### src/rtl/ibex_vector_cfg_unit.sv
// ibex_vector_cfg_unit: vsetvl(i) sequencer (IDLE -> CALC -> COMMIT) plus the vector CSR file.
// Build option: define IBEX_VEC_FRAC_LMUL_EN to accept fractional LMUL encodings (vlmul 5/6/7).
module ibex_vector_cfg_unit #(
    parameter int unsigned VLEN = 128,
    parameter int unsigned ELEN = 32
) (
    input  logic        clk_i,
    input  logic        rstn_i,
    input  logic        cfg_valid_i,
    output logic        cfg_ready_o,
    input  logic [31:0] cfg_avl_i,
    input  logic [31:0] cfg_vtype_i,
    input  logic [1:0]  cfg_mode_i,
    output logic        res_valid_o,
    output logic [31:0] res_vl_o,
    input  logic [11:0] csr_addr_i,
    input  logic        csr_we_i,
    input  logic [31:0] csr_wdata_i,
    output logic [31:0] csr_rdata_o,
    output logic        csr_illegal_o,
    input  logic        vxsat_set_i,
    output logic [31:0] vl_o,
    output logic [2:0]  vsew_o,
    output logic [2:0]  vlmul_o,
    output logic        vill_o,
    output logic [31:0] vlmax_o,
    output logic [31:0] vstart_o,
    output logic [1:0]  vxrm_o
);
    localparam int unsigned VSTART_W   = $clog2(VLEN);
    localparam logic [31:0] VTYPE_VILL = 32'h8000_0000;
    localparam logic [31:0] VLENB      = 32'(VLEN / 8);

    localparam logic [1:0] IDLE   = 2'd0;
    localparam logic [1:0] CALC   = 2'd1;
    localparam logic [1:0] COMMIT = 2'd2;

    // VLMAX = (VLEN/SEW)*LMUL; fractional encodings shift right by 3/2/1 (wrap of 0 - vlmul).
    function automatic logic [31:0] vlmax_of(input logic [2:0] sew_enc, input logic [2:0] lmul_enc);
        logic [31:0] base;
        logic [31:0] res;
        base = VLENB >> sew_enc;
        case (lmul_enc)
            3'd0, 3'd1, 3'd2, 3'd3: res = base << lmul_enc;
`ifdef IBEX_VEC_FRAC_LMUL_EN
            3'd5, 3'd6, 3'd7:       res = base >> (3'd0 - lmul_enc);
`endif
            default:                res = '0;
        endcase
        return res;
    endfunction

    function automatic logic vill_of(input logic [31:0] vtype);
        logic [2:0]  sew_enc;
        logic [2:0]  lmul_enc;
        logic [31:0] sew;
        logic        bad_lmul;
        sew_enc  = vtype[5:3];
        lmul_enc = vtype[2:0];
        sew      = 32'd8 << sew_enc;
`ifdef IBEX_VEC_FRAC_LMUL_EN
        bad_lmul = (lmul_enc == 3'd4) ||
                   (lmul_enc[2] && ((sew << (3'd0 - lmul_enc)) > 32'(ELEN)));
`else
        bad_lmul = lmul_enc[2];
`endif
        return vtype[31] || (vtype[30:8] != '0) || (sew_enc >= 3'd3) ||
               (sew > 32'(ELEN)) || bad_lmul || (vlmax_of(sew_enc, lmul_enc) == '0);
    endfunction

    logic [1:0]          state_q;
    logic [31:0]         req_avl_q;
    logic [31:0]         req_vtype_q;
    logic [1:0]          req_mode_q;
    logic                calc_vill_q;
    logic [31:0]         calc_vl_q;
    logic [31:0]         vl_q;
    logic [31:0]         vtype_q;
    logic [VSTART_W-1:0] vstart_q;
    logic                vxsat_q;
    logic [1:0]          vxrm_q;

    logic                req_vill;
    logic [31:0]         req_vlmax;
    logic [31:0]         req_vl;
    logic                commit;
    logic                csr_wr;
    logic                vxsat_nxt;
    logic                unused_wdata;

    assign commit       = (state_q == COMMIT);
    assign csr_wr       = csr_we_i && !csr_illegal_o;
    assign unused_wdata = ^csr_wdata_i[31:VSTART_W];

    always_comb begin
        req_vill  = vill_of(req_vtype_q);
        req_vlmax = vlmax_of(req_vtype_q[5:3], req_vtype_q[2:0]);
        case (req_mode_q)
            2'd1:    req_vl = req_vlmax;
            2'd2:    req_vl = (vl_q < req_vlmax) ? vl_q : req_vlmax;
            default: req_vl = (req_avl_q < req_vlmax) ? req_avl_q : req_vlmax;
        endcase
        if (req_vill) begin
            req_vl = '0;
        end
    end

    always_ff @(posedge clk_i or negedge rstn_i) begin
        if (!rstn_i) begin
            state_q     <= IDLE;
            req_avl_q   <= '0;
            req_vtype_q <= '0;
            req_mode_q  <= '0;
            calc_vill_q <= 1'b0;
            calc_vl_q   <= '0;
        end else begin
            case (state_q)
                IDLE: begin
                    if (cfg_valid_i) begin
                        req_avl_q   <= cfg_avl_i;
                        req_vtype_q <= cfg_vtype_i;
                        req_mode_q  <= cfg_mode_i;
                        state_q     <= CALC;
                    end
                end
                CALC: begin
                    calc_vill_q <= req_vill;
                    calc_vl_q   <= req_vl;
                    state_q     <= COMMIT;
                end
                default: state_q <= IDLE;
            endcase
        end
    end

    // vl and vtype change only on commit; CSR writes to them are rejected as illegal.
    always_ff @(posedge clk_i or negedge rstn_i) begin
        if (!rstn_i) begin
            vl_q    <= '0;
            vtype_q <= VTYPE_VILL;
        end else if (commit) begin
            vl_q    <= calc_vl_q;
            vtype_q <= calc_vill_q ? VTYPE_VILL : req_vtype_q;
        end
    end

    always_ff @(posedge clk_i or negedge rstn_i) begin
        if (!rstn_i) begin
            vstart_q <= '0;
        end else if (commit) begin
            vstart_q <= '0;
        end else if (csr_wr && (csr_addr_i == 12'h008)) begin
            vstart_q <= csr_wdata_i[VSTART_W-1:0];
        end
    end

    // A datapath saturation event wins over a same-cycle software clear.
    always_comb begin
        vxsat_nxt = vxsat_q;
        if (csr_wr && ((csr_addr_i == 12'h009) || (csr_addr_i == 12'h00F))) begin
            vxsat_nxt = csr_wdata_i[0];
        end
        vxsat_nxt = vxsat_nxt | vxsat_set_i;
    end

    always_ff @(posedge clk_i or negedge rstn_i) begin
        if (!rstn_i) begin
            vxsat_q <= 1'b0;
            vxrm_q  <= 2'd0;
        end else begin
            vxsat_q <= vxsat_nxt;
            if (csr_wr && (csr_addr_i == 12'h00A)) begin
                vxrm_q <= csr_wdata_i[1:0];
            end else if (csr_wr && (csr_addr_i == 12'h00F)) begin
                vxrm_q <= csr_wdata_i[2:1];
            end
        end
    end

    always_comb begin
        csr_rdata_o   = '0;
        csr_illegal_o = 1'b0;
        case (csr_addr_i)
            12'h008: csr_rdata_o = vstart_o;
            12'h009: csr_rdata_o = {31'd0, vxsat_q};
            12'h00A: csr_rdata_o = {30'd0, vxrm_q};
            12'h00F: csr_rdata_o = {29'd0, vxrm_q, vxsat_q};
            12'hC20: begin
                csr_rdata_o   = vl_q;
                csr_illegal_o = csr_we_i;
            end
            12'hC21: begin
                csr_rdata_o   = vtype_q;
                csr_illegal_o = csr_we_i;
            end
            12'hC22: begin
                csr_rdata_o   = VLENB;
                csr_illegal_o = csr_we_i;
            end
            default: csr_illegal_o = 1'b1;
        endcase
    end

    assign cfg_ready_o = (state_q == IDLE);
    assign res_valid_o = commit;
    assign res_vl_o    = commit ? calc_vl_q : '0;
    assign vl_o        = vl_q;
    assign vsew_o      = vtype_q[5:3];
    assign vlmul_o     = vtype_q[2:0];
    assign vill_o      = vtype_q[31];
    assign vlmax_o     = vill_o ? '0 : vlmax_of(vtype_q[5:3], vtype_q[2:0]);
    assign vstart_o    = {{(32 - VSTART_W){1'b0}}, vstart_q};
    assign vxrm_o      = vxrm_q;

endmodule

### config.mk
export PLATFORM = sky130hd
export DESIGN_NAME = ibex_vector_cfg_unit
export DESIGN_NICKNAME = d
export VERILOG_FILES = /design/src/rtl/ibex_vector_cfg_unit.sv
export SDC_FILE = /design/constraint.sdc
export NUM_CORES = 1
export LEC_CHECK = 0
export CORE_ASPECT_RATIO = 0.6
export CORE_UTILIZATION = 34
export CTS_CLUSTER_DIAMETER = 100
export DETAILED_ROUTE_END_ITERATION = 6
export PLACE_DENSITY = 0.72
export SLEW_MARGIN = 20
export SYNTH_ARGS = -nofsm -noshare
export SYNTH_HDL_FRONTEND = slang
export SYNTH_SLANG_ARGS = --single-unit
### constraint.sdc
create_clock -name clk_i -period 8.8 [get_ports clk_i]
set_clock_uncertainty 0.05 [all_clocks]
set_input_delay 1.76 -clock clk_i [delete_from_list [all_inputs] [get_ports clk_i]]
set_output_delay 1.76 -clock clk_i [all_outputs]
set_load 0.1 [all_outputs]
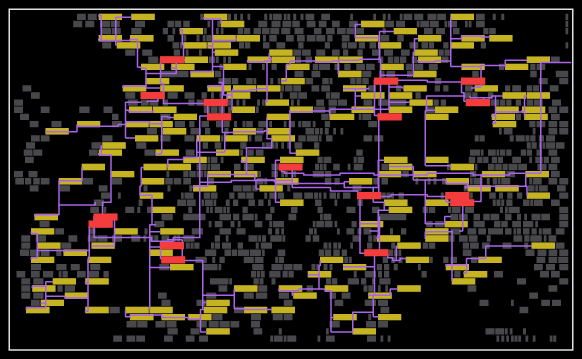
**Above:** routed clock nets over the placement.
Purple stands for clock wires, length 2420 um. Yellow stands for flip-flops, count 175. Red stands for cells driving clock nets, count 17.
Position of the flops: spread over the die.
Latency at later pin: 0.44 ns
Clk power: 0.000827 W
Clock power frac: 35.4%

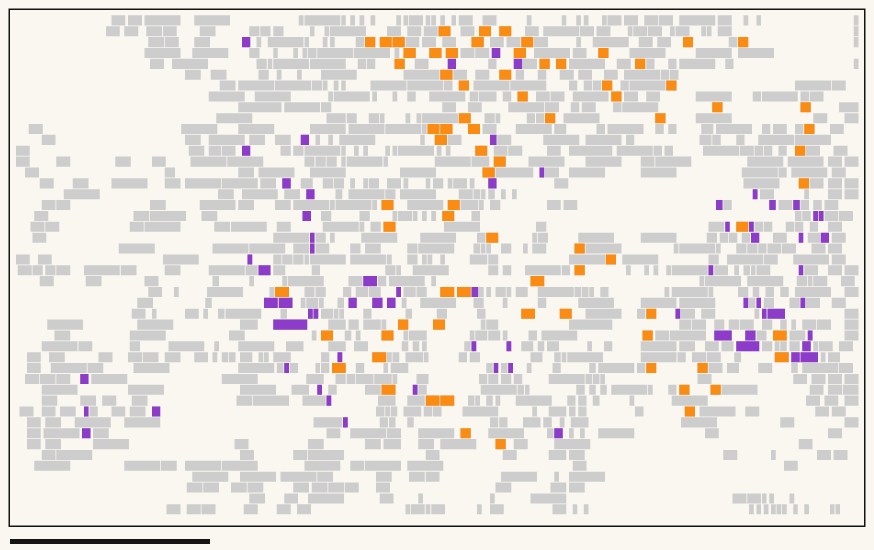
**Above:** gate families picked out.
The bar under the picture is 50 um long.
Purple stands for NOR gates, cells 68, most used nor2_1. Orange stands for AND-OR and OR-AND gates, cells 76, most used a21o_1.
Top cell excl fill/tap: clkdlybuf4s50_1
Non-Filler Instances: 1436
fraction of area in multi-input gates: 35.7%

==> results.yml <==
# yosys + openroad results
logic_synthesis:
  netlist_instances: 873
  ys_warn_count: 0
  ys_area_mm2: 0.00915
  synth_top_cell_by_area: "dfrtp_1"
  ys_types: 75
  synthArstFlopShare_pct: 100
  synth_area_mm2: 0.00915
  ys_ff: 175
  top_area_share_pct: 47.6
  syn_area_per_cell_um2: 10.5
  yosysCellCount: 873
finish:
  final_area_mm2: 0.0120
  drive_above_1_share_pct: 11.8
  fillers: 2524
  lay_top_cells: "clkdlybuf4s50_1, dfrtp_1, nand2_1"
  nets: 1201
sta:
  rsz0062_at_grt: "false"
  setup_viol: 0
  finalCritPeriodShare_pct: 80.5
  hold_viol_final: 0
  slew_viol_final: 0
  tightest_slew_ns: 1.05
  setup_slack_ns: 1.71
place:
  place_area_mm2: 0.0114
  dp_worst_setup_slack_ns: 1.73
  io_buffers: 212
  hpwlAfterDp_um: 21500
drt:
  routed_via_density: 5.07
  drc: 0
  antenna_left: 0
  drt_iter0_drc: 599
worst_setup_path:
  cp-startpoint: "csr_addr_i[7]"
  crit_type: "in -> out"
  endpoint_kind: "output pin"
  slowest_delay_ns: 1.14
  crit_fanout: 31
  reg2reg_depth: 11
  crit_path_end: "csr_rdata_o[1]"
  cp-start-kind: "primary input"
  r2r_setup_slack_ns: 4.67
  worstPathRequired_ns: 6.99
  r2r-end: "calc_vl_q[2]"
  crit_chain: "clkdlybuf4s50_1 -> or4_4 -> nor4_2 -> nor3b_2 -> buf_4 -> a222oi_1 -> nand2_1 -> clkdlybuf4s50_1"
  path_common_cell: "clkdlybuf4s50_1"
  r2r-start: "req_vtype_q[0]"
clock_tree:
  cts-root-buf: "clkbuf_16"
  cts_inserted_buffers: 17
  cts_tree: "yes"
  postCtsHoldBufs: 0
  clock_path_buffers: 2
  ctsResizeCount: 0
  clkTransAtPathRegs_ns: 0.08
floorplan:
  die_width_um: 214
  placementRows: 46
  dieArea_mm2: 0.0276
  io_pins: 287
global_routing:
  overflow: 0
  grt_max_degree: 110
  grt_pass1_wl_um: 42900
run_status:
  status: "completed"
flow_run:
  log.warning_count: 55
power_and_ir_drop:
  p_total_w: 0.00234
  ir_drop_mv: 0.128
  power.leakage_nw: 5.51
worst_hold_path:
  hold_path_class: "reg -> reg"
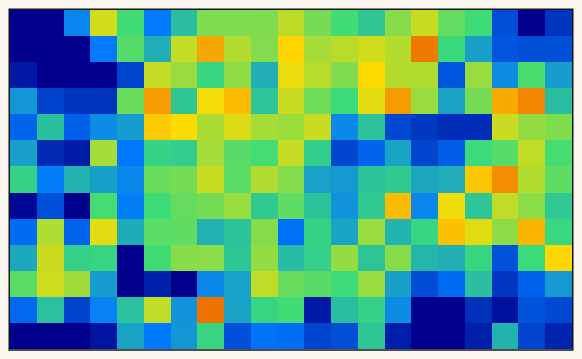
**Above:** cell area per tile.
The die is cut into 21 by 13 equal tiles; dark blue is low, red is high, 0 to 100% covered.
The mean over all tiles is 42%. 6.6% of the tiles are over 75% full. The fullest tile reaches 87%. The densest ninth of the die: north. 7.7% of the tiles are nearly empty.
core utilization at floorplan: 34.6%
core area: 0.0264 mm2
Final Util: 45.5%

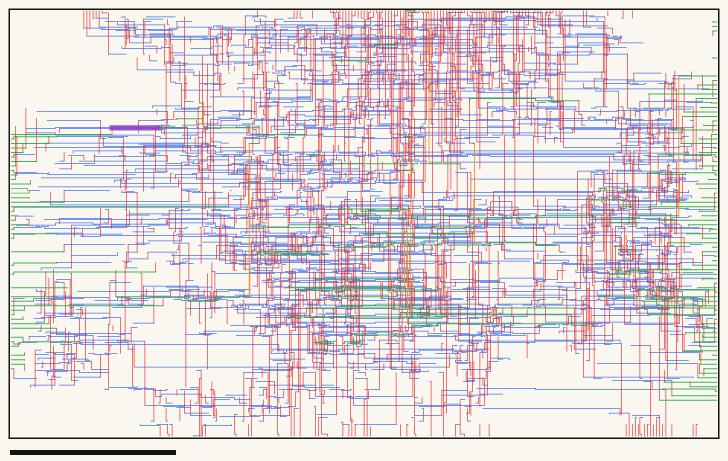
**Above:** wiring by layer.
The bar under the picture is 50 um long.
Orange stands for met4, wire length 270 um. Green stands for met3, wire length 2110 um. Purple stands for met5, wire length 13.8 um. Red stands for met2, wire length 11100 um. Blue stands for met1, wire length 15300 um.
All-Layer GR Usage: 21.0%
Via Count: 7278
average wire per standard cell: 20.0 um
final WL: 28700 um

## worst min-delay path by stage
stage	from	to	slack, ns	cells past startpoint
final	vtype_q[10]	vtype_q[10]	0.42	2
after global routing	calc_vl_q[20]	calc_vl_q[20]	0.44	1
after floorplan	vtype_q[6]	vtype_q[6]	0.39	2
after CTS	vtype_q[9]	vtype_q[9]	0.43	2
after global placement	vtype_q[9]	vtype_q[9]	0.41	2
after detailed placement	vtype_q[9]	vtype_q[9]	0.41	2
## cells in the mapped netlist, drive strengths merged (7+ instances only)
| cell type | n |
|---|---|
| nand3 | 14 |
| nand2b | 9 |
| o21ai | 20 |
| ha | 24 |
| dfrtp | 174 |
| buf | 61 |
| mux2i | 8 |
| a21o | 32 |
| nand3b | 31 |
| nand2 | 102 |
| and3 | 9 |
| nand4 | 16 |
| a21oi | 12 |
| clkbuf | 44 |
| inv | 20 |
| nor2 | 32 |
| nor4 | 20 |
| a22o | 26 |
| a211oi | 11 |
| mux2 | 62 |
| a22oi | 7 |
| and2 | 55 |
## per-stage QoR
stage / utilization (%) / std cells
after floorplan: - / 928
after global placement: 43.1 / 1403
after detailed placement: 43.1 / 1403
after CTS: 45.5 / 1435
after global routing: 45.5 / 1435
final: 45.5 / 1436
## state kept, by name (all words and copies together) (netlist names)
register / count
calc_vill_q: 1
req_vtype_q: 32
state_q: 2
vstart_q: 7
req_mode_q: 2
vl_o: 32
req_avl_q: 32
vtype_q: 32
vxrm_o: 2
calc_vl_q: 32
vxsat_q: 1
## cell type report
type | instances | area [um2] | share of cell area, %
clock buffers | 18 | 439 | 3.66
clock inverters | 14 | 193 | 1.60
repair buffers | 220 | 2180 | 18.2
well taps | 360 | 450 | 3.75
inverters | 20 | 75.1 | 0.625
flip-flops and latches | 175 | 4380 | 36.5
diodes | 1 | 2.50 | 0.0208
multi-input cells | 628 | 4290 | 35.7
## power breakdown
part | switching (W) | internal [W] | total [W]
combinational | 0.000344 | 0.000186 | 0.000531
clock | 0.000360 | 0.000467 | 0.000827
sequential | 0.0000932 | 0.000887 | 0.000981
## logic make-up (layout without fill, tap and decap cells)
kind of cell	count (synthesis)	in the layout	share of synthesized area (%)
compound gates	155	155	13.0
fa+ha+maj	24	24	3.28
simple gates	320	320	19.5
buf+inv	125	272	7.59
mux	70	70	8.50
xor+xnor	2	2	0.191
other cells	2	58	0.0821
flops	175	175	47.9
## critical path: cells and delay by family
| family | cells | cell delay, ns |
|---|---|---|
| buf+inv | 3 | 1.90 |
| simple gates | 4 | 1.43 |
| compound gates | 1 | 0.19 |
## per-layer routing
layer  track usage, %  up-vias  share of wire, %
met5                0        -             0.045
met4             4.75        2              0.94
met3             5.89       21               7.3
met2             27.0      241                39
met1             33.6     3602                53
li1                 -     3412                 -
Power and IR drop assume default switching activity.
